run_1/final_congestion.png
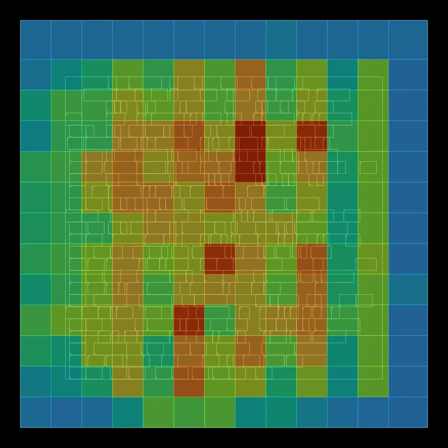
run_1/met2.png
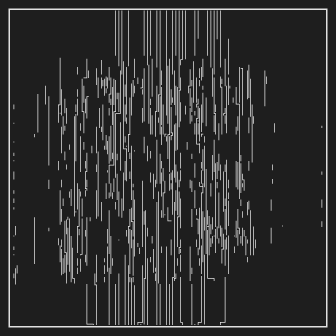
run_1/density.png
The bar under the picture is 20 µm long. 9 x 9 tiles, from black (low) to pale yellow (high), 0 to 100% covered.
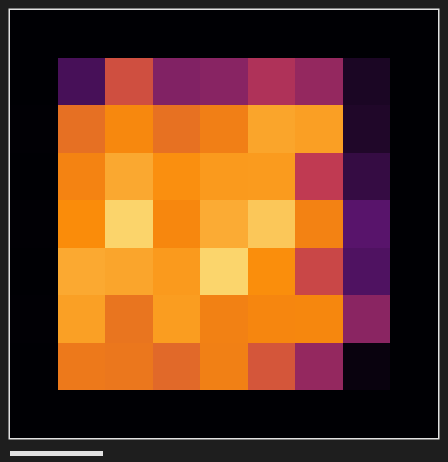
File: src/rtl/mips_mem_pkg.sv
// Shared types for the MIPS memory-port arbiter: FSM states, grant encoding
// and the latency bound.
package mips_mem_pkg;

  typedef enum logic [1:0] {
    IDLE  = 2'd0,
    ISSUE = 2'd1,
    WAIT  = 2'd2,
    DONE  = 2'd3
  } arb_state_t;

  typedef enum logic [1:0] {
    GNT_NONE = 2'd0,
    GNT_CORE = 2'd1,
    GNT_LD   = 2'd2
  } grant_t;

  localparam int MEM_LAT_MAX = 3;
  localparam int LAT_CNT_W   = 2;

endpackage

File: src/rtl/mem_port_arbiter_if.sv
// Bundle of the core, loader and memory-macro signals around the arbiter.
// Handshake: a requester raises req with stable we/addr/wdata and holds all of
// them until the one-cycle ack; rdata is valid only while ack is high, and the
// requester may drop or change its request from the cycle after ack.
interface mem_port_arbiter_if #(
  parameter int AW = 8
);
  logic          core_req;
  logic          core_we;
  logic [AW-1:0] core_addr;
  logic [7:0]    core_wdata;
  logic          core_lock;
  logic          core_ack;
  logic [7:0]    core_rdata;
  logic          core_wait;

  logic          ld_req;
  logic          ld_we;
  logic [AW-1:0] ld_addr;
  logic [7:0]    ld_wdata;
  logic          ld_ack;
  logic [7:0]    ld_rdata;

  logic [AW-1:0] mem_addr;
  logic          mem_we;
  logic [7:0]    mem_wdata;
  logic [7:0]    mem_rdata;

  logic [1:0]    grant;

  modport slave (
    input  core_req, core_we, core_addr, core_wdata, core_lock,
    output core_ack, core_rdata, core_wait,
    input  ld_req, ld_we, ld_addr, ld_wdata,
    output ld_ack, ld_rdata,
    output mem_addr, mem_we, mem_wdata,
    input  mem_rdata,
    output grant
  );

  modport master (
    output core_req, core_we, core_addr, core_wdata, core_lock,
    input  core_ack, core_rdata, core_wait,
    output ld_req, ld_we, ld_addr, ld_wdata,
    input  ld_ack, ld_rdata,
    input  mem_addr, mem_we, mem_wdata,
    output mem_rdata,
    input  grant
  );

endinterface

File: src/rtl/mem_lat_counter.sv
// Loadable down-counter that times the WAIT phase of a memory access;
// tc is high once the count has reached zero.
module mem_lat_counter #(
  parameter int W = 2
) (
  input  logic         clk,
  input  logic         rst,
  input  logic         load,
  input  logic [W-1:0] load_val,
  input  logic         dec,
  output logic         tc
);

  logic [W-1:0] cnt;

  always_ff @(posedge clk) begin
    if (rst) begin
      cnt <= '0;
    end else if (load) begin
      cnt <= load_val;
    end else if (dec && (cnt != '0)) begin
      cnt <= cnt - W'(1);
    end
  end

  assign tc = (cnt == '0);

endmodule

File: src/rtl/mem_port_arbiter.sv
// Arbitrates the byte-wide memory between the MIPS core and the program loader:
// core priority, core_lock for atomic fetch bursts, run counter against starvation.
module mem_port_arbiter
  import mips_mem_pkg::*;
#(
  parameter int AW           = 8,
  parameter int MEM_LAT      = 1,
  parameter int MAX_CORE_RUN = 8
) (
  input  logic                clk_i_top,
  input  logic                rst_i_top,
  mem_port_arbiter_if.slave   bus,
  output arb_state_t          state_dbg,
  output logic [3:0]          run_cnt_dbg
);

  localparam logic [3:0] RUN_MAX = 4'(MAX_CORE_RUN);
  // WAIT lasts MEM_LAT-1 cycles; the counter is loaded in ISSUE and WAIT exits at zero.
  localparam logic [LAT_CNT_W-1:0] LAT_LOAD =
    (MEM_LAT > 1) ? LAT_CNT_W'(MEM_LAT - 2) : '0;

  arb_state_t    state;
  grant_t        owner;
  logic [3:0]    run_cnt;
  logic [AW-1:0] mem_addr_q;
  logic          mem_we_q;
  logic [7:0]    mem_wdata_q;
  logic          core_ack_q;
  logic          ld_ack_q;
  logic [7:0]    core_rdata_q;
  logic [7:0]    ld_rdata_q;
  logic          ld_win;
  logic          core_win;
  logic          lat_tc;

  always_comb begin
    ld_win   = bus.ld_req & ~bus.core_lock & (~bus.core_req | (run_cnt == RUN_MAX));
    core_win = ~ld_win & bus.core_req;
  end

  mem_lat_counter #(
    .W (LAT_CNT_W)
  ) u_lat (
    .clk      (clk_i_top),
    .rst      (rst_i_top),
    .load     (state == ISSUE),
    .load_val (LAT_LOAD),
    .dec      (state == WAIT),
    .tc       (lat_tc)
  );

  always_ff @(posedge clk_i_top) begin
    if (rst_i_top) begin
      state        <= IDLE;
      owner        <= GNT_NONE;
      run_cnt      <= '0;
      mem_addr_q   <= '0;
      mem_we_q     <= 1'b0;
      mem_wdata_q  <= '0;
      core_ack_q   <= 1'b0;
      ld_ack_q     <= 1'b0;
      core_rdata_q <= '0;
      ld_rdata_q   <= '0;
    end else begin
      core_ack_q <= 1'b0;
      ld_ack_q   <= 1'b0;
      mem_we_q   <= 1'b0;
      case (state)
        IDLE: begin
          if (ld_win) begin
            state       <= ISSUE;
            owner       <= GNT_LD;
            run_cnt     <= '0;
            mem_addr_q  <= bus.ld_addr;
            mem_we_q    <= bus.ld_we;
            mem_wdata_q <= bus.ld_wdata;
          end else if (core_win) begin
            state       <= ISSUE;
            owner       <= GNT_CORE;
            mem_addr_q  <= bus.core_addr;
            mem_we_q    <= bus.core_we;
            mem_wdata_q <= bus.core_wdata;
            if (!bus.ld_req) begin
              run_cnt <= '0;
            end else if (run_cnt != RUN_MAX) begin
              run_cnt <= run_cnt + 4'd1;
            end
          end else begin
            owner <= GNT_NONE;
            // A loader held off by core_lock keeps its accumulated run count.
            if (!bus.ld_req) begin
              run_cnt <= '0;
            end
          end
        end
        ISSUE: begin
          if (MEM_LAT > 1) begin
            state <= WAIT;
          end else begin
            state      <= DONE;
            core_ack_q <= (owner == GNT_CORE);
            ld_ack_q   <= (owner == GNT_LD);
          end
        end
        WAIT: begin
          if (lat_tc) begin
            state      <= DONE;
            core_ack_q <= (owner == GNT_CORE);
            ld_ack_q   <= (owner == GNT_LD);
          end
        end
        DONE: begin
          state <= IDLE;
          owner <= GNT_NONE;
          if (core_ack_q) begin
            core_rdata_q <= bus.mem_rdata;
          end
          if (ld_ack_q) begin
            ld_rdata_q <= bus.mem_rdata;
          end
        end
        default: begin
          state <= IDLE;
          owner <= GNT_NONE;
        end
      endcase
    end
  end

  // Read data passes straight through in DONE and is held afterwards.
  assign bus.core_ack   = core_ack_q;
  assign bus.core_rdata = core_ack_q ? bus.mem_rdata : core_rdata_q;
  assign bus.core_wait  = bus.core_req & ~core_ack_q;
  assign bus.ld_ack     = ld_ack_q;
  assign bus.ld_rdata   = ld_ack_q ? bus.mem_rdata : ld_rdata_q;
  assign bus.mem_addr   = mem_addr_q;
  assign bus.mem_we     = mem_we_q;
  assign bus.mem_wdata  = mem_wdata_q;
  assign bus.grant      = owner;
  assign state_dbg      = state;
  assign run_cnt_dbg    = run_cnt;

endmodule
File: src/flat_wrapper.sv
// flat-port wrapper written by rule: the top's interface ports become plain ports
module mem_port_arbiter_flat import mips_mem_pkg::*;
#(
  parameter int AW           = 8,
  parameter int MEM_LAT      = 1,
  parameter int MAX_CORE_RUN = 8
)
  (clk_i_top, rst_i_top, state_dbg, run_cnt_dbg, bus_core_req, bus_core_we, bus_core_addr, bus_core_wdata, bus_core_lock, bus_core_ack, bus_core_rdata, bus_core_wait, bus_ld_req, bus_ld_we, bus_ld_addr, bus_ld_wdata, bus_ld_ack, bus_ld_rdata, bus_mem_addr, bus_mem_we, bus_mem_wdata, bus_mem_rdata, bus_grant);
  mem_port_arbiter_if #(.AW(AW)) bus_i ();
  input  logic clk_i_top;
  input  logic rst_i_top;
  output arb_state_t state_dbg;
  output logic [3:0] run_cnt_dbg;
  input wire logic [$bits(bus_i.core_req)-1:0] bus_core_req;
  input wire logic [$bits(bus_i.core_we)-1:0] bus_core_we;
  input wire logic [$bits(bus_i.core_addr)-1:0] bus_core_addr;
  input wire logic [$bits(bus_i.core_wdata)-1:0] bus_core_wdata;
  input wire logic [$bits(bus_i.core_lock)-1:0] bus_core_lock;
  output wire logic [$bits(bus_i.core_ack)-1:0] bus_core_ack;
  output wire logic [$bits(bus_i.core_rdata)-1:0] bus_core_rdata;
  output wire logic [$bits(bus_i.core_wait)-1:0] bus_core_wait;
  input wire logic [$bits(bus_i.ld_req)-1:0] bus_ld_req;
  input wire logic [$bits(bus_i.ld_we)-1:0] bus_ld_we;
  input wire logic [$bits(bus_i.ld_addr)-1:0] bus_ld_addr;
  input wire logic [$bits(bus_i.ld_wdata)-1:0] bus_ld_wdata;
  output wire logic [$bits(bus_i.ld_ack)-1:0] bus_ld_ack;
  output wire logic [$bits(bus_i.ld_rdata)-1:0] bus_ld_rdata;
  output wire logic [$bits(bus_i.mem_addr)-1:0] bus_mem_addr;
  output wire logic [$bits(bus_i.mem_we)-1:0] bus_mem_we;
  output wire logic [$bits(bus_i.mem_wdata)-1:0] bus_mem_wdata;
  input wire logic [$bits(bus_i.mem_rdata)-1:0] bus_mem_rdata;
  output wire logic [$bits(bus_i.grant)-1:0] bus_grant;
  assign bus_i.core_req = bus_core_req;
  assign bus_i.core_we = bus_core_we;
  assign bus_i.core_addr = bus_core_addr;
  assign bus_i.core_wdata = bus_core_wdata;
  assign bus_i.core_lock = bus_core_lock;
  assign bus_core_ack = bus_i.core_ack;
  assign bus_core_rdata = bus_i.core_rdata;
  assign bus_core_wait = bus_i.core_wait;
  assign bus_i.ld_req = bus_ld_req;
  assign bus_i.ld_we = bus_ld_we;
  assign bus_i.ld_addr = bus_ld_addr;
  assign bus_i.ld_wdata = bus_ld_wdata;
  assign bus_ld_ack = bus_i.ld_ack;
  assign bus_ld_rdata = bus_i.ld_rdata;
  assign bus_mem_addr = bus_i.mem_addr;
  assign bus_mem_we = bus_i.mem_we;
  assign bus_mem_wdata = bus_i.mem_wdata;
  assign bus_i.mem_rdata = bus_mem_rdata;
  assign bus_grant = bus_i.grant;
  mem_port_arbiter #(.AW(AW), .MEM_LAT(MEM_LAT), .MAX_CORE_RUN(MAX_CORE_RUN)) u_core (.clk_i_top(clk_i_top), .rst_i_top(rst_i_top), .bus(bus_i), .state_dbg(state_dbg), .run_cnt_dbg(run_cnt_dbg));
endmodule
File: config.mk
export PLATFORM = sky130hd
export DESIGN_NAME = mem_port_arbiter_flat
export DESIGN_NICKNAME = d
export VERILOG_FILES = /design/src/rtl/mips_mem_pkg.sv /design/src/rtl/mem_port_arbiter_if.sv /design/src/rtl/mem_lat_counter.sv /design/src/rtl/mem_port_arbiter.sv /design/src/flat_wrapper.sv
export SDC_FILE = /design/constraint.sdc
export NUM_CORES = 1
export LEC_CHECK = 0
export CORE_MARGIN = 10
export CORE_UTILIZATION = 42
export DETAILED_ROUTE_END_ITERATION = 6
export GPL_TIMING_DRIVEN = 0
export PLACE_DENSITY = 0.79
export SYNTH_ARGS = -nofsm -noshare
export SYNTH_HDL_FRONTEND = slang
export SYNTH_SLANG_ARGS = --single-unit
File: constraint.sdc
create_clock -name clk_i_top -period 2 [get_ports clk_i_top]
set_input_delay 0.4 -clock clk_i_top [delete_from_list [all_inputs] [get_ports clk_i_top]]
set_output_delay 0.4 -clock clk_i_top [all_outputs]
set_load 0.05 [all_outputs]
==> impl_report.txt, run 1 <==
RUN METRICS
----------------------------------------------------
[Clocking]
  Clock tree from TritonCTS ........................ built
  Buffer type at the clock tree root ........................ clkbuf_8
  Number of buffers added to fix hold violations after cts ........................ 0
  Number of clock sinks ........................ between 40 and 50
  Resized Gates After CTS ........................ 64
  H-tree depth ........................ 2

[GRT]
  Grt peak-use layer ........................ met2
  Aggregate global routing overflow ........................ 0
  Antenna violations before repair ........................ 0

[Floorplanning]
  Count of boundary I/O pins ........................ 91
  Number of rows in the core area ........................ 25

[Setup path]
  Critical-path maximum fanout ........................ 5
  Arrival @ worst endpoint ........................ roughly 1.5 ns

[Min path]
  Hold Path Origin ........................ u_core.bus.grant[0]
  Hold Crit Class ........................ reg -> reg
  Worst hold endpoint ........................ u_core.bus.ld_ack

[Placement]
  Post-Place Setup Slack ........................ -0.304 ns
  Placed instance count ........................ 394
  Routability-driven placement congestion ratio ........................ 0.763
  Area post-placement ........................ 0.00313 mm²

[Cells and area]
  Most frequent logic cell in the layout ........................ clkdlybuf4s50_1
  Design area ........................ 0.00317 mm²
  Layout net count ........................ 387

[Drt]
  Number of optimization iterations in the first detailed-route pass ........................ 4
  Post-route antenna net violation count ........................ 0

[Logic synthesis]
  Flip-flops with a built-in enable ........................ 0
  Cells taking the most area after synthesis ........................ dfxtp_1 (42%), nor2_1 (9.6%), mux2i_1 (8.8%), mux2_2 (8.4%), a211oi_1 (5.6%)

[STA]
  Period minus WS final ........................ 1.94 ns
  Top achievable clock speed ........................ 515 MHz
  Final worst slack ........................ about 0.058 ns
  Worst slew margin relative to its limit ........................ 0.644

[Outcome]
  Outcome ........................ completed

----------------------------------------------------
## Picture notes: final_congestion.png
Util after Layout: 0.654
global-route met2 utilization: 0.257
Global Route met3 Usage: 0.0675

## Picture notes: met2.png
main direction: vertical
nets with wire on the layer: 332
wire length on this layer: 3110 µm
longest straight run: 35.5 µm
share of all routed wire: 49%
wire length after detailed routing: 6290 µm
vias post-DR: 2029

## Picture notes: density.png
nearly empty tiles: 40%
tiles over 75% full: 21%
emptiest ninth of the die: top right
densest ninth of the die: middle
fullest tile: 91%
mean over tiles: 37%

[run 1: power by group]
part	internal, µW	switching [µW]	total [µW]
sequential	993	56.6	1050
combinational	373	655	1030
clock	407	300	707
total	1770	1010	2780
[run 1: final cells by class]
class / count / share of cell area
Inverter: 9 / 0.0110
Timing Repair Buffer: 89 / 0.257
Multi-Input combinational cell: 168 / 0.356
Buffer: 15 / 0.0288
Clock buffer: 7 / 0.0272
Sequential cell: 45 / 0.284
Clock inverter: 1 / 0.00946
Tap cell: 67 / 0.0264
[run 1: logic make-up (layout without fill, tap and decap cells)]
logic type      Yosys count  count (layout)  synth area share
compound gates           35              35             0.117
flops                    45              45             0.419
fa+ha+maj                 7               7            0.0407
mux                      35              35             0.172
buf+inv                  25             121            0.0564
xor+xnor                  1               1           0.00407
simple gates             90              90             0.191
run_1/wire_density.png
The bar under the picture is 20 µm long. 18 x 18 tiles, from black (low) to pale yellow (high), scaled to the fullest tile. Values are wire area over tile area, all layers added.
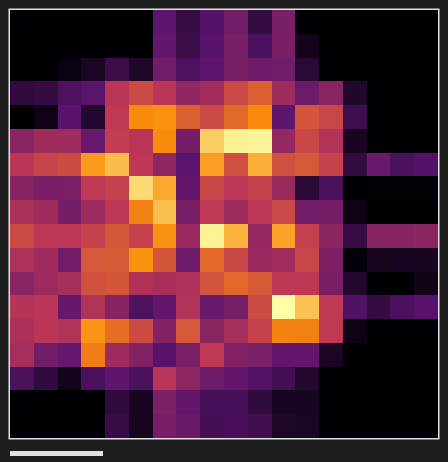

## Run 2: what changed since run 1
- CORE_UTILIZATION: 42 -> 40
- PLACE_DENSITY: 0.79 -> 0.76
run_2/wire_density.png
The bar under the picture is 20 µm long. 19 x 19 tiles, from black (low) to pale yellow (high), scaled to the fullest tile. Values are wire area over tile area, all layers added.
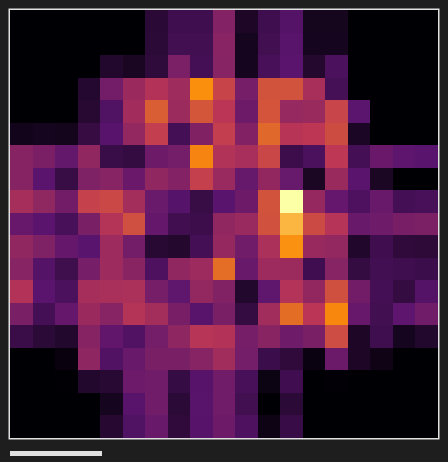
tiles over half the peak: 8.0%
fullest tile: 0.47
emptiest ninth of the die: top left

==> run 2 against run 1 <==
Effect of this change: non-clock buffer count rose by 1; core utilization fell by 4.0 points; setup slack improved by 0.0037 ns; worst hold slack improved by 0.0053 ns; final area rose by 0.24%; synthesized cell count did not move; largest cell class unchanged; highest routed layer unchanged.
==> impl_report.txt, run 2 <==
RUN METRICS
----------------------------------------------------
[Outcome]
  Outcome ........................ completed (unchanged)

[Power and ir drop]
  Combinational Power Share ........................ 0.368 (was 0.369)
  Proportion of total power due to net switching ........................ 0.360 (was 0.363)
  P_int ........................ 1770 µW (about the same)
  Heaviest power group ........................ registers (unchanged)
  Part of the power in registers ........................ 0.378 (was 0.377)
  P_comb ........................ 1020 µW (was 1030 µW)

[Setup path]
  Arrival @ worst endpoint ........................ 1.54 ns (about the same)

[Cells and area]
  Proportion of cell area occupied by registers ........................ 0.283 (was 0.284)
  Multi-input gate share of total cell area ........................ 0.355 (was 0.356)
  Clk_buf instances ........................ 7 (unchanged)
  Layout net count ........................ 388 (was 387)
  Data-path buffer share of cell area in the final layout ........................ 0.287 (was 0.286)
  Flop count ........................ 45 (unchanged)

[STA]
  Top achievable clock speed ........................ 516 MHz (was 515 MHz)
  Period minus WS final ........................ 1.94 ns (about the same)
  Worst slew margin relative to its limit ........................ 0.645 (was 0.644)

[Drt]
  Wire length after detailed routing ........................ 6010 µm (was 6290 µm)

[Placement]
  Area post-placement ........................ 0.00313 mm² (about the same)
  Placed instance count ........................ 397 (was 394)

[Clocking]
  Buffer type at the clock tree root ........................ clkbuf_8 (unchanged)
  Number of clock sinks ........................ 45 (unchanged)

[Min path]
  Hold Crit Class ........................ reg -> reg (unchanged)

[Floorplanning]
  Count of boundary I/O pins ........................ 91 (unchanged)

----------------------------------------------------
run 2: worst paths after layout:
path                       startpoint              endpoint  slack (ns)  depth (start not counted)
hold reg to reg   u_core.bus.grant[1]   u_core.bus.core_ack        0.46                          1
setup / recovery  u_core.state_dbg[1]          state_dbg[1]        0.06                          1
setup reg to reg  u_core.state_dbg[0]  u_core.ld_rdata_q[1]        0.26                          5
hold / removal    u_core.bus.grant[1]   u_core.bus.core_ack        0.46                          1
run 2: cells by family after synthesis:
kind of cell,share of synthesized area
AOI/OAI and AO/OA,0.117
xor gates and xnor gates,0.00407
adders and majority gates,0.0407
buffers and inverters,0.0564
DFF,0.419
muxes,0.172
and+or+nand+nor,0.191
run_2/final_congestion.png
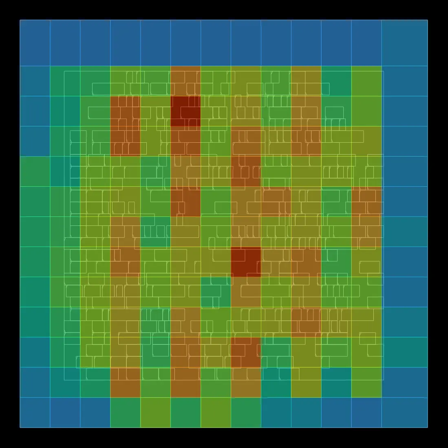

## Run 3: what changed since run 2
- CORE_MARGIN: 10 -> 4
- CTS_CLUSTER_SIZE: not set -> 14
- RECOVER_POWER: not set -> 50
run_3/final_congestion.png
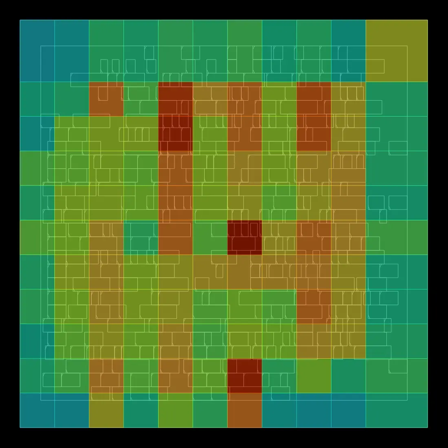
routed length per instance: 13.9 µm
grt met1 use: 0.219
Util after Layout: 0.608

==> run 3 against run 2 <==
Effect of this change: core utilization fell by 0.65 points; largest power group unchanged; worst hold slack improved by 0.0040 ns; cell count fell by 0.25%; critical path type unchanged; sequential share of layout area rose by 0.30 points; setup slack got worse by 0.0046 ns; largest cell class unchanged; global-route usage rose by 4.5 points; clock-buffer cell count did not move; clock power rose by 1%; fmax fell by 0.24%.
==> impl_report.txt, run 3 <==
RUN METRICS
----------------------------------------------------
[Drt]
  Number of optimization iterations in the first detailed-route pass ........................ 4 (unchanged)
  Wire length after detailed routing ........................ 5600 µm (was 6010 µm)
  Post-route antenna net violation count ........................ 0 (unchanged)

[Min path]
  Worst hold endpoint ........................ u_core.bus.mem_we (was u_core.bus.core_ack)
  Hold Crit Class ........................ in -> reg (was reg -> reg)
  Hold Path Origin ........................ bus_core_req (was u_core.bus.grant[1])

[Setup path]
  Critical path launch point ........................ u_core.run_cnt_dbg[3] (was u_core.state_dbg[1])
  Crit Reg-Reg Startpoint ........................ u_core.run_cnt_dbg[0] (was u_core.state_dbg[0])
  Arrival @ worst endpoint ........................ 1.54 ns (about the same)
  Levels on crit path ........................ 1 (unchanged)
  Critical-path maximum fanout ........................ 4 (was 5)
  Critical path endpoint ........................ run_cnt_dbg[3] (was state_dbg[1])
  R2r setup slk ........................ 0.28 ns (was 0.26 ns)

[STA]
  Final worst slack ........................ 0.0572 ns (was 0.0618 ns)
  Period minus WS final ........................ 1.94 ns (about the same)
  Worst slew margin relative to its limit ........................ 0.604 (was 0.645)
  Top achievable clock speed ........................ 515 MHz (was 516 MHz)

[Power and ir drop]
  Proportion of total power due to net switching ........................ 0.361 (was 0.360)
  Power in sequential cells ........................ 1050 µW (about the same)
  P_int ........................ 1760 µW (was 1770 µW)
  Net switching component of the power ........................ 998 µW (about the same)
  Clock group share of total power ........................ 0.257 (was 0.254)
  Combinational Power Share ........................ 0.365 (was 0.368)

[Floorplanning]
  Count of boundary I/O pins ........................ 91 (unchanged)
  Number of rows in the core area ........................ 26 (unchanged)

[GRT]
  Aggregate global routing overflow ........................ 0 (unchanged)
  Antenna violations before repair ........................ 0 (unchanged)

[Logic synthesis]
  Flip-flops with a built-in enable ........................ 0 (unchanged)
  Cells taking the most area after synthesis ........................ dfxtp_1 (42%), nor2_1 (9.6%), mux2i_1 (8.8%), mux2_2 (8.4%), a211oi_1 (5.6%) (unchanged)

[Clocking]
  Buffer type at the clock tree root ........................ clkbuf_8 (unchanged)
  Clock tree from TritonCTS ........................ built (unchanged)
  Number of buffers added to fix hold violations after cts ........................ 0 (unchanged)
  H-tree depth ........................ 2 (unchanged)

[Cells and area]
  Layout net count ........................ 387 (was 388)

[Outcome]
  Outcome ........................ completed (unchanged)

[Placement]
  Routability-driven placement congestion ratio ........................ 0.761 (was 0.827)
  Placed instance count ........................ 397 (unchanged)

----------------------------------------------------
## run 3: layout make-up
type / count / area share
clock buffers: 7 / 0.0274
multi-input cells: 168 / 0.358
clock inverters: 1 / 0.00954
plain buffers: 15 / 0.0290
flip-flops and latches: 45 / 0.286
well taps: 70 / 0.0278
inverters: 9 / 0.0107
repair buffers: 89 / 0.251
## run 3: per-layer routing
layer,global-route usage,routed length (µm),vias up
met5,0,0,-
met4,0.0709,72,0
met3,0.0576,432,5
met2,0.307,2740,57
met1,0.219,2360,913
li1,-,-,1011
## run 3: logic make-up after synthesis
group                      share of synthesized area
AOI/OAI and AO/OA                              0.117
xor gates and xnor gates                     0.00407
adders and majority gates                     0.0407
buffers and inverters                         0.0564
DFF                                            0.419
muxes                                          0.172
and+or+nand+nor                                0.191
Power and IR drop assume default switching activity.
